--- src/rtl/cpu_pkg.sv ---
// Shared types and constants for the ARM32 core fetch front end.
package cpu_pkg;

    typedef struct packed {
        logic [31:0] pc;
        logic [31:0] instr;
    } fetch_entry_t;

    // One stage of the instruction RAM read pipe.
    typedef struct packed {
        logic        valid;
        logic [31:0] pc;
    } inflight_t;

    localparam int          IMEM_RD_LAT = 2;
    localparam logic [31:0] RESET_PC    = 32'h0;

    function automatic logic [31:0] align_pc(input logic [31:0] addr);
        return addr & ~32'h3;
    endfunction

endpackage

--- src/rtl/instr_fetch_queue_if.sv ---
// Instruction RAM read port plus the valid/ready instruction stream to execute.
interface instr_fetch_queue_if #(
    parameter int ADDR_W = 11
);
    logic              imem_rd;
    logic [ADDR_W-1:0] imem_addr;
    logic [31:0]       imem_rdata;
    logic [31:0]       instr_out;
    logic [31:0]       instr_pc;
    logic              instr_valid;
    logic              instr_ready;

    // master is the fetch unit; slave is the RAM plus the execute stage.
    modport master (
        output imem_rd, imem_addr, instr_out, instr_pc, instr_valid,
        input  imem_rdata, instr_ready
    );
    modport slave (
        input  imem_rd, imem_addr, instr_out, instr_pc, instr_valid,
        output imem_rdata, instr_ready
    );
endinterface

--- src/rtl/instr_fetch_queue_fetch_buffer.sv ---
// Shift-register FIFO of fetched {pc, instr}; the head is always entry 0,
// so the head outputs come straight from flops.
module fetch_buffer
    import cpu_pkg::*;
#(
    parameter int DEPTH = 4
) (
    input  logic                         clk,
    input  logic                         rst_n,
    input  logic                         flush,
    input  logic                         push,
    input  logic                         pop,
    input  fetch_entry_t                 push_data,
    output fetch_entry_t                 head,
    output logic [$clog2(DEPTH+1)-1:0]   count
);
    localparam int CW = $clog2(DEPTH + 1);
    localparam int IW = (DEPTH > 1) ? $clog2(DEPTH) : 1;

    fetch_entry_t  q [DEPTH];
    logic          do_pop;
    logic [IW-1:0] wr_idx;

    assign do_pop = pop && (count != '0);
    // Slot for the new entry after this cycle's shift; callers never push when full.
    assign wr_idx = IW'(count - CW'(do_pop));
    assign head   = q[0];

    always_ff @(posedge clk or negedge rst_n) begin
        if (!rst_n) begin
            // NOTE: storage is reset as well, so the head reads as zero out of reset.
            for (int i = 0; i < DEPTH; i++) q[i] <= '0;
            count <= '0;
        end else if (flush) begin
            count <= '0;
        end else begin
            if (do_pop) begin
                for (int i = 0; i < DEPTH - 1; i++) q[i] <= q[i+1];
            end
            if (push) q[wr_idx] <= push_data;
            count <= count + CW'(push) - CW'(do_pop);
        end
    end
endmodule

--- src/rtl/instr_fetch_queue.sv ---
// Fetch front end: owns the PC, issues reads to a 2-cycle instruction RAM
// and queues the returned words for execute; load_pc redirects and flushes.
module instr_fetch_queue
    import cpu_pkg::*;
#(
    parameter int DEPTH  = 4,
    parameter int ADDR_W = 11
) (
    input  logic                         clk,
    input  logic                         rst_n,
    input  logic                         load_pc,
    input  logic [31:0]                  pc_in,
    instr_fetch_queue_if.master          bus,
    output logic [$clog2(DEPTH+1)-1:0]   count
);
    localparam int CW = $clog2(DEPTH + 1);
    localparam int SW = CW + 1;

    logic [31:0]  pc;
    inflight_t    pipe [IMEM_RD_LAT];
    logic [SW-1:0] inflight_cnt;
    logic [SW-1:0] credit_used;
    logic         issue;
    logic         pop;
    fetch_entry_t head;

    always_comb begin
        // NOTE: blocking accumulation is correct here; this is combinational and starts from a default.
        inflight_cnt = '0;
        for (int i = 0; i < IMEM_RD_LAT; i++) inflight_cnt = inflight_cnt + SW'(pipe[i].valid);
    end

    // Reads in flight already own a queue slot, so the queue can never overflow.
    assign credit_used = SW'(count) + inflight_cnt;
    assign issue       = rst_n && !load_pc && (credit_used < SW'(DEPTH));

    assign bus.imem_rd     = issue;
    assign bus.imem_addr   = pc[ADDR_W+1:2];
    assign bus.instr_valid = (count != '0) && !load_pc;
    assign bus.instr_out   = head.instr;
    assign bus.instr_pc    = head.pc;
    assign pop             = bus.instr_valid && bus.instr_ready;

    always_ff @(posedge clk or negedge rst_n) begin
        if (!rst_n) begin
            pc <= RESET_PC;
            for (int i = 0; i < IMEM_RD_LAT; i++) pipe[i] <= '0;
        end else if (load_pc) begin
            pc <= align_pc(pc_in);
            for (int i = 0; i < IMEM_RD_LAT; i++) pipe[i].valid <= 1'b0;
        end else begin
            if (issue) pc <= pc + 32'd4;
            pipe[0] <= '{valid: issue, pc: pc};
            for (int i = 1; i < IMEM_RD_LAT; i++) pipe[i] <= pipe[i-1];
        end
    end

    // The flush input wins over push, so a return landing with load_pc is dropped.
    fetch_buffer #(.DEPTH(DEPTH)) u_buf (
        .clk       (clk),
        .rst_n     (rst_n),
        .flush     (load_pc),
        .push      (pipe[IMEM_RD_LAT-1].valid),
        .pop       (pop),
        .push_data ('{pc: pipe[IMEM_RD_LAT-1].pc, instr: bus.imem_rdata}),
        .head      (head),
        .count     (count)
    );
endmodule

--- src/flat_wrapper.sv ---
// flat-port wrapper written by rule: the top's interface ports become plain ports
module instr_fetch_queue_flat import cpu_pkg::*;
#(
    parameter int DEPTH  = 4,
    parameter int ADDR_W = 11
)
  (clk, rst_n, load_pc, pc_in, count, bus_imem_rd, bus_imem_addr, bus_instr_out, bus_instr_pc, bus_instr_valid, bus_imem_rdata, bus_instr_ready);
  instr_fetch_queue_if #(.ADDR_W(ADDR_W)) bus_i ();
  input  logic clk;
  input  logic rst_n;
  input  logic load_pc;
  input  logic [31:0] pc_in;
  output logic [$clog2(DEPTH+1)-1:0] count;
  output wire logic [$bits(bus_i.imem_rd)-1:0] bus_imem_rd;
  output wire logic [$bits(bus_i.imem_addr)-1:0] bus_imem_addr;
  output wire logic [$bits(bus_i.instr_out)-1:0] bus_instr_out;
  output wire logic [$bits(bus_i.instr_pc)-1:0] bus_instr_pc;
  output wire logic [$bits(bus_i.instr_valid)-1:0] bus_instr_valid;
  input wire logic [$bits(bus_i.imem_rdata)-1:0] bus_imem_rdata;
  input wire logic [$bits(bus_i.instr_ready)-1:0] bus_instr_ready;
  assign bus_imem_rd = bus_i.imem_rd;
  assign bus_imem_addr = bus_i.imem_addr;
  assign bus_instr_out = bus_i.instr_out;
  assign bus_instr_pc = bus_i.instr_pc;
  assign bus_instr_valid = bus_i.instr_valid;
  assign bus_i.imem_rdata = bus_imem_rdata;
  assign bus_i.instr_ready = bus_instr_ready;
  instr_fetch_queue #(.DEPTH(DEPTH), .ADDR_W(ADDR_W)) u_core (.clk(clk), .rst_n(rst_n), .load_pc(load_pc), .pc_in(pc_in), .bus(bus_i), .count(count));
endmodule
--- config.mk ---
export PLATFORM = sky130hd
export DESIGN_NAME = instr_fetch_queue_flat
export DESIGN_NICKNAME = d
export VERILOG_FILES = /design/src/rtl/cpu_pkg.sv /design/src/rtl/instr_fetch_queue_if.sv /design/src/rtl/instr_fetch_queue_fetch_buffer.sv /design/src/rtl/instr_fetch_queue.sv /design/src/flat_wrapper.sv
export SDC_FILE = /design/constraint.sdc
export NUM_CORES = 1
export LEC_CHECK = 0
export CORE_UTILIZATION = 56
export CTS_BUF_LIST = sky130_fd_sc_hd__clkbuf_8
export CTS_CLUSTER_SIZE = 28
export DETAILED_ROUTE_END_ITERATION = 10
export PLACE_DENSITY = 0.87
export SKIP_LAST_GASP = 1
export SYNTH_ARGS = -nofsm -noshare
export SYNTH_HDL_FRONTEND = slang
export SYNTH_HIERARCHICAL = 1
export SYNTH_SLANG_ARGS = --single-unit
--- constraint.sdc ---
create_clock -name clk -period 3.1 [get_ports clk]
set_input_delay 0.31 -clock clk [delete_from_list [all_inputs] [get_ports clk]]
set_output_delay 0.31 -clock clk [all_outputs]
set_load 0.01 [all_outputs]
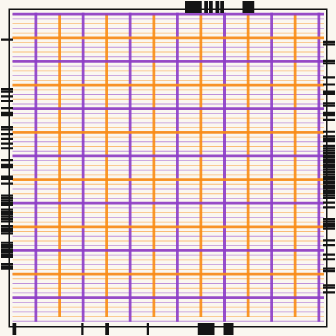
(run_1/power_grid.png)
Pins as bars on the die edge.
purple -> VSS
orange -> VDD
met5 straps = 13
rows = 65
met4 straps = 13
signal pins = 148
met1 rails = 66
Worst IR Drop VDD: 0.333 mV
area of the placeable core: 31700 um2
horizontal die dimension: 182 um
height of the chip: 182 um

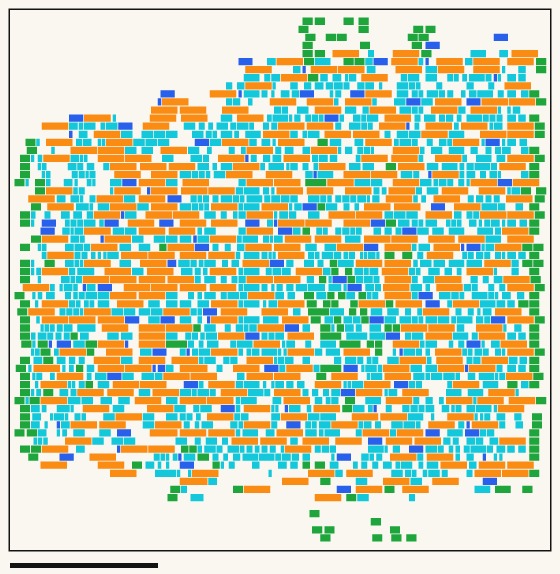
(run_1/placement_by_type.png)
Bar = 50 um.
blue -> clock drivers and dummy loads  # cells 98, share of their area 5.2%
cyan -> combinational and other logic  # cells 1036, share of their area 41%
green -> other buffers and delay cells  # cells 187, share of their area 9.4%
orange -> flops  # cells 351, share of their area 45%
final std cell area, no fill: 20200 um2
num rows: 65
utilization after layout: 0.636

==> flow_summary.toml, run 1 <==
# generated from flow reports
[outcome]
outcome = "finished clean"

[clocking]
clock-root-buffer = "sky130_fd_sc_hd__clkbuf_8"
post_cts_resized = 0
cts_hold_buffers = 1
ctsLongestPathBuffers = 3

[final_layout]
seq_share = 0.436
seq_cells = 351
clock_cell_share_of_area = 0.0509
sequential_cell_area_in_the_final_layout_um2 = 8790
layout_top_cells = "348 x sky130_fd_sc_hd__dfrtp_1, 143 x sky130_fd_sc_hd__clkdlybuf4s50_1, 130 x sky130_fd_sc_hd__a211oi_1"

[setup_path]
reg2reg_depth = 11
timing.reg2reg.setup_slack_ns = 0.39
worst_r2r_endpoint = "u_core/u_buf/count[2]"
path_delay_family = "buffers and inverters"
critical_path_required_ns = 2.79
worst_setup_path_start_kind = "register"
cp_data_arrival_time_ns = 2.71
worst_setup_path_endpoint = "bus_imem_rd"
timing.critical_path.cells = "buf_6, ha_1, a21o_1, a211oi_2, buf_4, clkdlybuf4s50_1"

[floorplan]
design.die.area_um2 = 33100

[synth]
post_synthesis_cells = 1645
post_synth_mux_area_share = 0.0763
yosysTopAreaCell = "sky130_fd_sc_hd__dfrtp_1"
post_synth_and_or_nand_nor_area_fraction = 0.116
synth_flops = 351
synth_cell_type_count = 56
sequential_cell_area_fraction_in_the_yosys_report = 0.484

[grt]
antenna_found_initial = 0
grt_pass1_vias = 14142
grtUsageMet2 = 0.459

[power]
power_frac_comb = 0.241
leakage_nw = 8.12
internal_power_mw = 9.20
powerSeq_mw = 6.30
switching_share = 0.298

[routing]
met1Wirelength_mm = 18.2
drt_drc_violations_left = 0
dr_wl_met2_mm = 22.2

[sta]
final_period_minus_worst_setup_slack_ns = 3.02
timing_hold_violations_final = 0
slew_at_the_pin_closest_to_its_max_slew_limit_ns = 1.10

[flow_run]
warning_count = 35

[place]
pre_cts_slack_ns = 0.321
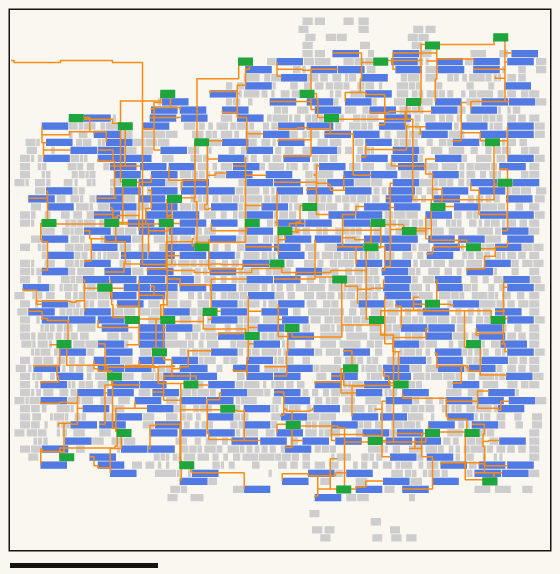
(run_1/clk_routes.png)
Bar = 50 um.
orange -> clock wires  # length 4250 um
green -> clock drivers  # count 55
blue -> flip-flops  # count 351
routed clock nets = 56
Clk. pwr: 3.65 mW
Clock Power Share: 0.278
worst clock skew: 0.0376 ns
clock latency reported for the late side of the worst-skew pair: 0.60 ns

==> run_1/clocks.png <==
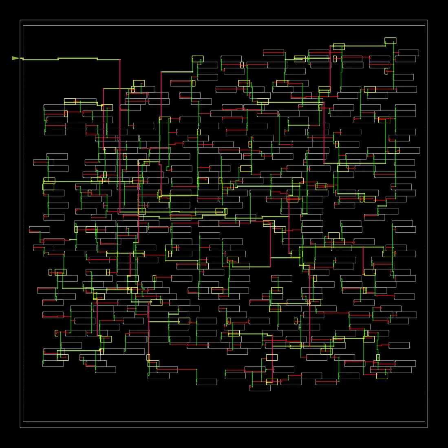

--- run 2 (diff from run 1) ---
Settings changed: SETUP_SLACK_MARGIN from default to 0.1, TNS_END_PERCENT from default to 10.
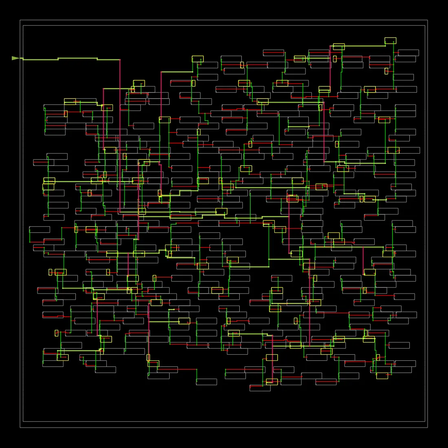
(run_2/clocks.png)
worst clock skew: 0.0433 ns
clock latency reported for the late side of the worst-skew pair: 0.61 ns
sequential cell count: 351
clock buffer instance count of the final layout: 65
Inserted Clock Buffers: 55

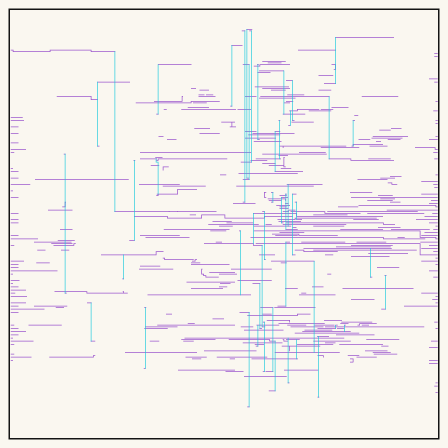
(run_2/wires.png)
Two of the layers only.
purple -> metal 3  # wire length 4160 um
cyan -> metal 4  # wire length 1170 um
via count: 14.1k
overall routing resource usage: 0.276
detailed-route wire length per cell: 22.0 um
wirelength, routed: 45.6 mm

==> flow_summary.toml, run 2 <==
# generated from flow reports
[synth]
synth_flops = 351
post_synth_and_or_nand_nor_area_fraction = 0.116
post_synth_mux_area_share = 0.0763
sequential_cell_area_fraction_in_the_yosys_report = 0.484

[routing]
drt_drc_violations_left = 0
dr_wl_met2_mm = 22.1

[clocking]
clock-root-buffer = "sky130_fd_sc_hd__clkbuf_8"
ctsLongestPathBuffers = 3
post_cts_resized = 2
cts_hold_buffers = 1

[setup_path]
cp_slowest_cell = "sky130_fd_sc_hd__clkdlybuf4s50_1"
critical_path_required_ns = 2.79
timing.reg2reg.setup_slack_ns = 0.31
cp_data_arrival_time_ns = 2.66
worst_setup_path_endpoint = "bus_imem_rd"
path_delay_family = "buffers and inverters"
reg2reg_depth = 8
timing.critical_path.cells = "buf_8, ha_1, a21o_1, a211oi_2, buf_4, clkdlybuf4s50_1"
worst_r2r_endpoint = "u_core/u_buf/head[48]"
worst_setup_path_start_kind = "register"

[power]
clock_power_share = 0.278
power_frac_comb = 0.242
internal_power_mw = 9.20
worst_ir_drop_vdd_mv = 0.336
switching_share = 0.298
leakage_nw = 8.13
powerSeq_mw = 6.30
clock_net_power_mw = 3.65

[floorplan]
core-area_um2 = 31700
die-height_um = 182
horizontal_die_dimension_um = 182
design.die.area_um2 = 33100

[place]
pre_cts_slack_ns = 0.321

[grt]
antenna_found_initial = 0
grtUsageMet2 = 0.459

[outcome]
outcome = "finished clean"

[final_layout]
layout_top_cells = "348 x sky130_fd_sc_hd__dfrtp_1, 143 x sky130_fd_sc_hd__clkdlybuf4s50_1, 130 x sky130_fd_sc_hd__a211oi_1"
final_cell_area_um2 = 20200
seq_share = 0.435
utilization = 0.636
clock_cell_share_of_area = 0.0509

[flow_run]
warning_count = 35

[sta]
final_period_minus_worst_setup_slack_ns = 2.97
slew_at_the_pin_closest_to_its_max_slew_limit_ns = 1.10
timing_hold_violations_final = 0
No activity file was given, so power comes from the tool's default toggle rates.
